**Gate-type map**

Scale bar: 50 um.
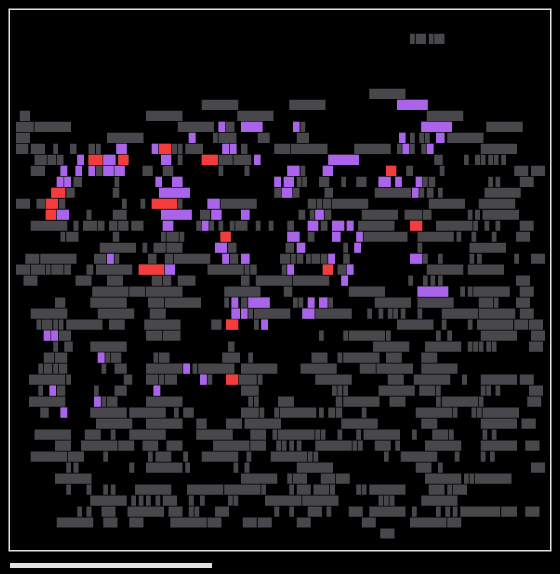
**I/O pins on the die edge**

Pins as bars across the die edge, other pins in gray.
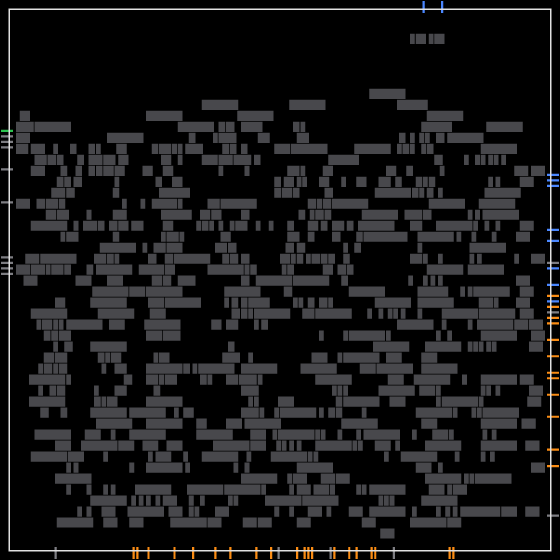
**Clock wiring as the flow saved it**

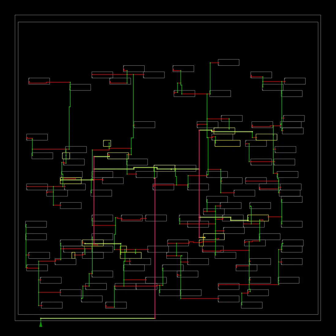
`config.mk`:
```
export PLATFORM = sky130hd
export DESIGN_NAME = inst_loader_flat
export DESIGN_NICKNAME = d
export VERILOG_FILES = /design/src/rtl/inst_loader_if.sv /design/src/rtl/inst_loader.sv /design/src/flat_wrapper.sv
export SDC_FILE = /design/constraint.sdc
export NUM_CORES = 1
export LEC_CHECK = 0
export CAP_MARGIN = 0
export CORE_MARGIN = 1
export CORE_UTILIZATION = 31
export DETAILED_ROUTE_END_ITERATION = 16
export GPL_TIMING_DRIVEN = 0
export PLACE_DENSITY_LB_ADDON = 0.12
export SYNTH_ARGS = -nofsm -noshare
export SYNTH_HDL_FRONTEND = slang
export SYNTH_SLANG_ARGS = --single-unit
```
`constraint.sdc`:
```
create_clock -name CLK -period 2.84 [get_ports CLK]
set_clock_uncertainty 0.2 [all_clocks]
set_input_delay 0.568 -clock CLK [delete_from_list [all_inputs] [get_ports CLK]]
set_output_delay 0.568 -clock CLK [all_outputs]
set_load 0.02 [all_outputs]
```
`src/rtl/inst_loader_if.sv`:
```
// Stream and instruction-memory write bundle for inst_loader.
//   in_valid / in_data / in_ready : byte stream, transfer = in_valid & in_ready
//   mem_we / mem_addr / mem_wdata : instruction-memory write port (word writes)
// master = stream source / memory sink side, slave = the loader itself.
interface inst_loader_if #(
    parameter int ADDR_W = 10
);
    logic              in_valid;
    logic [7:0]        in_data;
    logic              in_ready;
    logic              mem_we;
    logic [ADDR_W-1:0] mem_addr;
    logic [31:0]       mem_wdata;

    modport master (
        output in_valid, in_data,
        input  in_ready, mem_we, mem_addr, mem_wdata
    );

    modport slave (
        input  in_valid, in_data,
        output in_ready, mem_we, mem_addr, mem_wdata
    );
endinterface

```
`src/rtl/inst_loader.sv`:
```
// Instruction-memory loader. Receives a framed byte stream
// (LEN_LO, LEN_HI, 4N payload bytes, XOR checksum), assembles little-endian
// 32-bit words, writes them to consecutive word addresses and releases the
// CPU reset only after the checksum of a complete frame matches.
// Ports:
//   CLK        clock, all state on rising edge
//   RST        asynchronous active-low reset
//   start      one-cycle pulse, begins a load from IDLE/DONE/ERROR
//   bus        stream input and memory write port (inst_loader_if.slave)
//   cpu_rst_n  low holds the CPU in reset, high after a successful load
//   busy       high while a frame is being received
//   error      high after a rejected length or checksum
//
// state  | meaning
// -------+------------------------------------------------------
// IDLE   | after reset, waiting for start
// LEN0   | expecting low byte of word count
// LEN1   | expecting high byte of word count, range check
// DATA   | receiving payload bytes, one word write per 4 bytes
// CHECK  | expecting checksum byte
// DONE   | load verified, CPU released
// ERROR  | bad length or checksum, CPU held in reset
module inst_loader #(
    parameter int ADDR_W = 10
) (
    input  logic               CLK,
    input  logic               RST,
    input  logic               start,
    inst_loader_if.slave       bus,
    output logic               cpu_rst_n,
    output logic               busy,
    output logic               error
);

    localparam logic [2:0] S_IDLE  = 3'd0;
    localparam logic [2:0] S_LEN0  = 3'd1;
    localparam logic [2:0] S_LEN1  = 3'd2;
    localparam logic [2:0] S_DATA  = 3'd3;
    localparam logic [2:0] S_CHECK = 3'd4;
    localparam logic [2:0] S_DONE  = 3'd5;
    localparam logic [2:0] S_ERROR = 3'd6;

    localparam int unsigned WORDS_MAX = 32'd1 << (ADDR_W - 2);

    logic [2:0]        state;
    logic [7:0]        len_lo;
    logic [15:0]       words_left;
    logic [ADDR_W-3:0] word_idx;
    logic [1:0]        byte_idx;
    logic [23:0]       word_buf;
    logic [7:0]        csum;
    logic              mem_we_q;
    logic [ADDR_W-1:0] mem_addr_q;
    logic [31:0]       mem_wdata_q;

    logic              xfer;
    logic [15:0]       len_n;
    logic              len_bad;

    assign busy         = (state == S_LEN0) || (state == S_LEN1) ||
                          (state == S_DATA) || (state == S_CHECK);
    assign error        = (state == S_ERROR);
    assign cpu_rst_n    = (state == S_DONE);
    assign bus.in_ready = busy;
    assign bus.mem_we    = mem_we_q;
    assign bus.mem_addr  = mem_addr_q;
    assign bus.mem_wdata = mem_wdata_q;

    assign xfer    = bus.in_valid & busy;
    assign len_n   = {bus.in_data, len_lo};
    assign len_bad = (len_n == 16'd0) || (32'(len_n) > WORDS_MAX);

    always_ff @(posedge CLK or negedge RST) begin
        if (!RST) begin
            state       <= S_IDLE;
            len_lo      <= '0;
            words_left  <= '0;
            word_idx    <= '0;
            byte_idx    <= '0;
            word_buf    <= '0;
            csum        <= '0;
            mem_we_q    <= 1'b0;
            mem_addr_q  <= '0;
            mem_wdata_q <= '0;
        end else begin
            mem_we_q <= 1'b0;
            case (state)
                S_IDLE, S_DONE, S_ERROR: begin
                    if (start) state <= S_LEN0;
                end
                S_LEN0: begin
                    if (xfer) begin
                        len_lo <= bus.in_data;
                        state  <= S_LEN1;
                    end
                end
                S_LEN1: begin
                    if (xfer) begin
                        if (len_bad) begin
                            state <= S_ERROR;
                        end else begin
                            state      <= S_DATA;
                            words_left <= len_n;
                            word_idx   <= '0;
                            byte_idx   <= '0;
                            csum       <= '0;
                        end
                    end
                end
                S_DATA: begin
                    if (xfer) begin
                        csum     <= csum ^ bus.in_data;
                        byte_idx <= byte_idx + 2'd1;
                        case (byte_idx)
                            2'd0: word_buf[7:0]   <= bus.in_data;
                            2'd1: word_buf[15:8]  <= bus.in_data;
                            2'd2: word_buf[23:16] <= bus.in_data;
                            default: begin
                                mem_we_q    <= 1'b1;
                                mem_wdata_q <= {bus.in_data, word_buf};
                                mem_addr_q  <= {word_idx, 2'b00};
                                // word_idx wraps to 0 after a full-capacity
                                // load; the frame ends there so it is harmless
                                word_idx    <= word_idx + 1'b1;
                                words_left  <= words_left - 16'd1;
                                if (words_left == 16'd1) state <= S_CHECK;
                            end
                        endcase
                    end
                end
                S_CHECK: begin
                    if (xfer) begin
                        state <= (bus.in_data == csum) ? S_DONE : S_ERROR;
                    end
                end
                default: state <= S_IDLE;
            endcase
        end
    end

endmodule

```
`src/flat_wrapper.sv`:
```
// flat-port wrapper written by rule: the top's interface ports become plain ports
module inst_loader_flat 
#(
    parameter int ADDR_W = 10
)
  (CLK, RST, start, cpu_rst_n, busy, error, bus_in_valid, bus_in_data, bus_in_ready, bus_mem_we, bus_mem_addr, bus_mem_wdata);
  inst_loader_if #(.ADDR_W(ADDR_W)) bus_i ();
  input  logic CLK;
  input  logic RST;
  input  logic start;
  output logic cpu_rst_n;
  output logic busy;
  output logic error;
  input wire logic [$bits(bus_i.in_valid)-1:0] bus_in_valid;
  input wire logic [$bits(bus_i.in_data)-1:0] bus_in_data;
  output wire logic [$bits(bus_i.in_ready)-1:0] bus_in_ready;
  output wire logic [$bits(bus_i.mem_we)-1:0] bus_mem_we;
  output wire logic [$bits(bus_i.mem_addr)-1:0] bus_mem_addr;
  output wire logic [$bits(bus_i.mem_wdata)-1:0] bus_mem_wdata;
  assign bus_i.in_valid = bus_in_valid;
  assign bus_i.in_data = bus_in_data;
  assign bus_in_ready = bus_i.in_ready;
  assign bus_mem_we = bus_i.mem_we;
  assign bus_mem_addr = bus_i.mem_addr;
  assign bus_mem_wdata = bus_i.mem_wdata;
  inst_loader #(.ADDR_W(ADDR_W)) u_core (.CLK(CLK), .RST(RST), .start(start), .bus(bus_i), .cpu_rst_n(cpu_rst_n), .busy(busy), .error(error));
endmodule
```
==> Changelog: implementation <==
### Changed

- Status: completed
- Comb power: between 0.002 and 0.0025 W
- Layer with the highest usage: met2
- EDFF count, synth: 0
- Fin nets: between 600 and 700
- Pre-CTS setup slack: -0.304 ns
- Drt pass-1 iters: 4
- R2r setup slk: 0.25 ns
- Final min period: roughly 2.7 ns
- Ys Warns: 0
- Postcts setup bufs: 0
- Primary FF master, synth: dfrtp_1
- PnR worst setup slack: ~0.090 ns
- Worst path max stage delay: 0.59 ns
- Area leader, netlist: dfrtp_1
- Final hold vios: 0
- Switching pwr: around 0.0023 W
- Crit Path Class: reg -> out
- RSZ-0062 raised after global routing: no
- CORE AREA: roughly 17,000 um^2
- Reg power frac: ~41%
- Maximum fanout along the worst path: 10
- # rows: 47
- Post-cts sizing count: 6
- Layout cell share with drive strength beyond 1: 14.2%
- Post-DR wirelength/cell: between 15 and 20 um
- GRT Total Usage: 16.4%
- Fmax: 0.364 GHz
- Worst vdd ir: about 0.5 mV
- Synth top area cells: dfrtp_1 51%, nand2_1 11%, mux2_2 6.5%
- Synthesis-to-finish area growth: 21.5%
- Commonest cells post-synth: 152 x nand2_1, 110 x dfrtp_1, 31 x mux2_2
- WP data required: 2.07 ns
- Most frequent cells in the layout: 152 x nand2_1, 110 x dfrtp_1, 49 x clkdlybuf4s50_1, 31 x mux2_2, 29 x nor2_1
- Fraction of area in multi-input gates: 37.3%
- Cells after synthesis: 552
- Flop share of the area: 42.2%
- Io pins: a little under 60
- CTS clock-pin slew for the worst setup and hold paths: around 0.07 ns
- Maximum level of the CTS H-tree: 3
- Largest register FFs: 32
- Worst rel slew slack: between 30% and 40%
- Logic area: 2430 um^2
- Signal buf overhead: approximately 11%
- Final Wtd Congestion: 0.813
- Vias per cell: 5.04
- Pwr dens: 948 nW/um^2
- Crit-path slowest cell: clkdlybuf4s50_1
- Global routing usage on met1: roughly 22%
- Final ANT Viol Nets: 0
- Tool warnings: 30
- Met2 usage: between 20% and 30%
- Max power group: registers
- Net Sw Frac: 37.1%
- Initial Util: 32.0%
- Top cell area share: 51.2%
- Seq share, synth: 51.2%
- Worst-Margin Slew: 0.971 ns
- Max-cap viol count: 0
- Clk network pwr share: 20.5%
- First-pass GRT wire length: ~23 mm
- Async SR Flop Fraction: 100%
- Largest logic family: simple AND/OR/NAND/NOR gates
- Util after Layout: 38.9%
- Tap Count: about 220
- Drc violations: 0
- Crit path max-delay family: buffers and inverters
- PortBufs: roughly 52
- Final wirelength: 13.7 mm
- WL met1: 6.79 mm
- Root Buffer: clkbuf_16
- XOR Share, Synth: 1.30%
- Most numerous logic cell after layout: nand2_1
- Register Area: 2750 um^2
About 'gate-type map':
- purple: aoi and oai cells (cells 82; most used o21ai_1)
- red: non-inverting ao/oa cells (cells 15; most used a21o_1)

About 'I/O pins on the die edge':
- orange: bus_mem_wdata (pins 32; direction output; edge 20 south, 12 east)
- green: busy (pins 1; direction output; edge west)
- blue: bus_mem_addr (pins 10; direction output; edge 8 east, 2 north)
- all pins by edge: 24 south, 23 east, 10 west, 2 north

About 'clock wiring as the flow saved it':
clk pwr: 0.00127 W
clkbuf count: 10
cts bufs inserted: 9
flip-flops: 110
CTS Sinks: 110

worst paths after layout:
| path | cells after the start | from | endpoint |
|---|---|---|---|
| max in group asynchronous | 3 | RST | u_core.bus.mem_wdata[19] |
| setup reg to reg | 4 | u_core.words_left[0] | u_core.words_left[13] |
| hold reg to reg | 2 | u_core.word_buf[15] | u_core.bus.mem_wdata[15] |
| hold / removal | 2 | u_core.word_buf[15] | u_core.bus.mem_wdata[15] |
| min in group asynchronous | 2 | RST | u_core.bus.mem_wdata[9] |
| setup / recovery | 4 | u_core.state[1] | error |
through the flow:
step	power, W	cells	area [um^2]
finish	0.00618	841	6530
global route	0.00663	841	6530
CTS	0.00623	841	6500
detailed placement	0.00493	826	6200
global placement	0.00486	825	6170
floorplan	0.00404	553	5380
Power is estimated from default activity; no workload was simulated.
